===== src/rtl/mlp_core.sv =====
// Two-layer fixed-point perceptron: one MAC per cycle, ReLU hidden layer.
// Define MLP_SATURATE_EN for clamping narrowing; otherwise results wrap.
module mlp_core #(
    parameter int NUM_FEATURES  = 4,
    parameter int NUM_CLASSES   = 3,
    parameter int FP_TOTAL_BITS = 16,
    parameter int FP_FRAC_BITS  = 8
) (
    input  logic clk,
    input  logic reset,
    input  logic start,
    input  logic signed [FP_TOTAL_BITS-1:0] x [NUM_FEATURES],
    input  logic signed [FP_TOTAL_BITS-1:0] hidden_bias [NUM_FEATURES],
    input  logic signed [FP_TOTAL_BITS-1:0]
        hidden_weights [NUM_FEATURES][NUM_FEATURES],
    input  logic signed [FP_TOTAL_BITS-1:0] out_bias [NUM_CLASSES],
    input  logic signed [FP_TOTAL_BITS-1:0]
        out_weights [NUM_FEATURES][NUM_CLASSES],
    output logic signed [FP_TOTAL_BITS-1:0] mlp_out [NUM_CLASSES],
    output logic done
);

    localparam int NF = NUM_FEATURES;
    localparam int NC = NUM_CLASSES;
    localparam int W = FP_TOTAL_BITS;
    localparam int F = FP_FRAC_BITS;
    localparam int ACC_W = 2 * W + $clog2(NF) + 1;
    localparam int NMAX = (NF > NC) ? NF : NC;
    localparam int IW = (NF > 1) ? $clog2(NF) : 1;
    localparam int OW = (NMAX > 1) ? $clog2(NMAX) : 1;

    localparam logic [IW-1:0] IN_LAST = IW'(NF - 1);
    localparam logic [OW-1:0] HID_LAST = OW'(NF - 1);
    localparam logic [OW-1:0] CLS_LAST = OW'(NC - 1);

    typedef enum logic [1:0] {
        IDLE,
        HID,
        OUT,
        DONE
    } state_t;

    state_t state;

    logic signed [W-1:0] xr [NF];
    logic signed [W-1:0] h [NF];
    logic signed [ACC_W-1:0] acc;
    logic [IW-1:0] in_idx;
    logic [OW-1:0] out_idx;

    logic signed [W-1:0] opa;
    logic signed [W-1:0] opb;
    logic signed [W-1:0] bias;
    logic signed [2*W-1:0] prod;
    logic signed [ACC_W-1:0] prod_x;
    logic signed [ACC_W-1:0] bias_x;
    logic signed [ACC_W-1:0] sum;
    logic signed [ACC_W-1:0] biased;
    logic signed [ACC_W-1:0] shifted;
    logic signed [ACC_W-1:0] act;
    logic signed [W-1:0] narrow;

    // Operand mux: the same MAC serves both layers.
    always_comb begin
        opa = '0;
        opb = '0;
        bias = '0;
        if (state == OUT) begin
            opa = h[in_idx];
            opb = out_weights[in_idx][out_idx];
            bias = out_bias[out_idx];
        end else begin
            opa = xr[in_idx];
            opb = hidden_weights[in_idx][out_idx];
            bias = hidden_bias[out_idx];
        end
    end

    assign prod = opa * opb;
    assign prod_x = {{(ACC_W-2*W){prod[2*W-1]}}, prod};
    assign bias_x = {{(ACC_W-W){bias[W-1]}}, bias};
    assign sum = acc + prod_x;
    assign biased = sum + (bias_x <<< F);
    assign shifted = biased >>> F;
    assign act = (state == HID && shifted < 0) ? '0 : shifted;

`ifdef MLP_SATURATE_EN
    localparam logic signed [ACC_W-1:0] MAX_V =
        {{(ACC_W-W+1){1'b0}}, {(W-1){1'b1}}};
    localparam logic signed [ACC_W-1:0] MIN_V = ~MAX_V;

    always_comb begin
        narrow = act[W-1:0];
        if (act > MAX_V) begin
            narrow = {1'b0, {(W-1){1'b1}}};
        end else if (act < MIN_V) begin
            narrow = {1'b1, {(W-1){1'b0}}};
        end
    end
`else
    logic unused_hi;
    assign unused_hi = ^act[ACC_W-1:W];
    assign narrow = act[W-1:0];
`endif

    always_ff @(posedge clk or posedge reset) begin
        if (reset) begin
            state <= IDLE;
            done <= 1'b0;
            acc <= '0;
            in_idx <= '0;
            out_idx <= '0;
            for (int i = 0; i < NF; i++) begin
                xr[i] <= '0;
                h[i] <= '0;
            end
            for (int k = 0; k < NC; k++) begin
                mlp_out[k] <= '0;
            end
        end else begin
            unique case (state)
                IDLE, DONE: begin
                    if (state == DONE) begin
                        done <= 1'b1;
                    end
                    if (start) begin
                        xr <= x;
                        done <= 1'b0;
                        acc <= '0;
                        in_idx <= '0;
                        out_idx <= '0;
                        state <= HID;
                    end
                end
                HID: begin
                    if (in_idx == IN_LAST) begin
                        h[out_idx[IW-1:0]] <= narrow;
                        acc <= '0;
                        in_idx <= '0;
                        if (out_idx == HID_LAST) begin
                            out_idx <= '0;
                            state <= OUT;
                        end else begin
                            out_idx <= out_idx + OW'(1);
                        end
                    end else begin
                        acc <= sum;
                        in_idx <= in_idx + IW'(1);
                    end
                end
                OUT: begin
                    if (in_idx == IN_LAST) begin
                        mlp_out[out_idx] <= narrow;
                        acc <= '0;
                        in_idx <= '0;
                        if (out_idx == CLS_LAST) begin
                            out_idx <= '0;
                            state <= DONE;
                        end else begin
                            out_idx <= out_idx + OW'(1);
                        end
                    end else begin
                        acc <= sum;
                        in_idx <= in_idx + IW'(1);
                    end
                end
            endcase
        end
    end

endmodule


===== config.mk =====
export PLATFORM = sky130hd
export DESIGN_NAME = mlp_core
export DESIGN_NICKNAME = d
export VERILOG_FILES = /design/src/rtl/mlp_core.sv
export SDC_FILE = /design/constraint.sdc
export NUM_CORES = 2
export LEC_CHECK = 0
export CAP_MARGIN = 25
export CORE_AREA = 2 2 265 267
export DETAILED_ROUTE_END_ITERATION = 6
export DIE_AREA = 0 0 267 269
export PLACE_DENSITY = 0.67
export SLEW_MARGIN = 40
export SYNTH_ARGS = -nofsm -noshare
export SYNTH_HDL_FRONTEND = slang
export SYNTH_SLANG_ARGS = --single-unit

===== constraint.sdc =====
create_clock -name clk -period 12.75 [get_ports clk]
set_clock_uncertainty 0.1 [all_clocks]
set_input_delay 3.825 -clock clk [delete_from_list [all_inputs] [get_ports clk]]
set_output_delay 3.825 -clock clk [all_outputs]
set_load 0.01 [all_outputs]

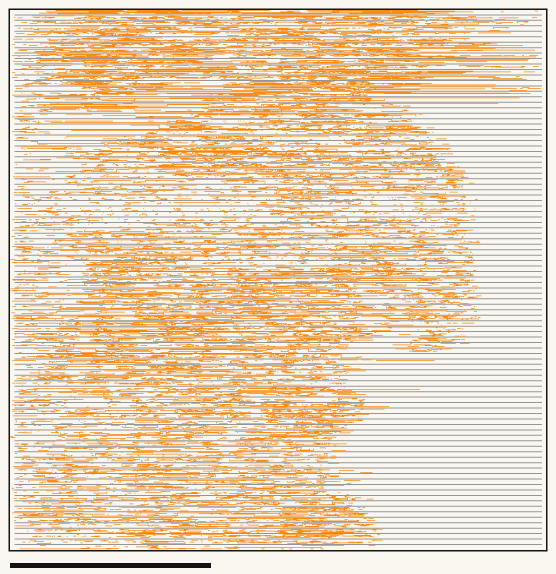
layer_met1.png
The bar under the picture is 100 µm long. Supply wires on this layer in grey.
share of all routed wire = 39%
longest straight run = 84.2 µm
vias: 23170
grt met1 use: 37.00%
Total Wirelength: 106800 µm

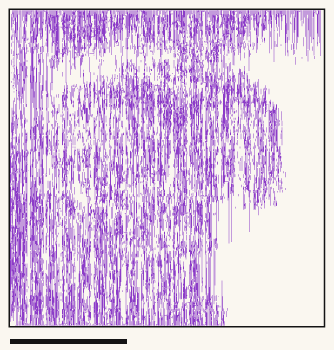
layer_met2.png
The bar under the picture is 100 µm long.
longest straight run = 88.7 µm
wire length on this layer = 50.1 mm
nets with wire on the layer = 3923
main direction = vertical
met2 Usage GRT: 45.07%

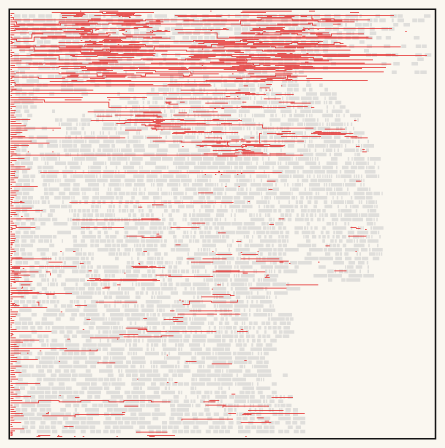
layer_met3.png
wire length on this layer = 11500 µm
share of all routed wire = 11%
met3 GRT Util: 11.89%

==> flow_metrics.py <==
# Synthesis and PnR figures
metrics = {
    "layout": {
        "comb_area_share_pct": 50.68,
        "nFillCells": 6035,
        "final-comb-area_mm2": 0.01919,
        "lay_top_cells": "clkdlybuf4s50_1, inv_1, fa_1",
        "nFlopsAndLatches": 218,
    },
    "grt": {
        "grt-ovfl-total": 0,
        "grt_max_degree": 88,
        "grt_pass1_wl_um": 152600,
        "grt.busiest_layer": "met2",
    },
    "clock_network": {
        "post_cts_buffers": 11,
        "clk_path_buf_depth": 3,
        "clkTransAtPathRegs_ns": 0.07,
        "clk_latency_ns": 0.54,
    },
    "final_timing": {
        "relSlewSlack_pct": 46.38,
        "setup_ws_ns": 0.1807,
        "final_max_slew_viol_count": 0,
        "setup_viol_count_final": 0,
    },
    "flow_run": {
        "cap_viol_max_count": 0,
    },
    "setup_path": {
        "crit_path_start_kind": "primary input",
        "crit_buf_inv": 13,
        "critPathRequiredTime_ns": 13.09,
    },
    "detailed_routing": {
        "met3_length_um": 11540,
        "met1_length_um": 41130,
        "wl_met2_um": 50140,
    },
    "placement": {
        "dp_slack_ns": -1.078,
        "gp_congestion": 0.9677,
    },
    "run_status": {
        "status": "finished, final reports clean",
    },
    "hold_path": {
        "hold_start": "h[27]",
    },
    "die": {
        "chipArea_mm2": 0.07182,
    },
    "synth": {
        "syn_nets": 3583,
    },
}
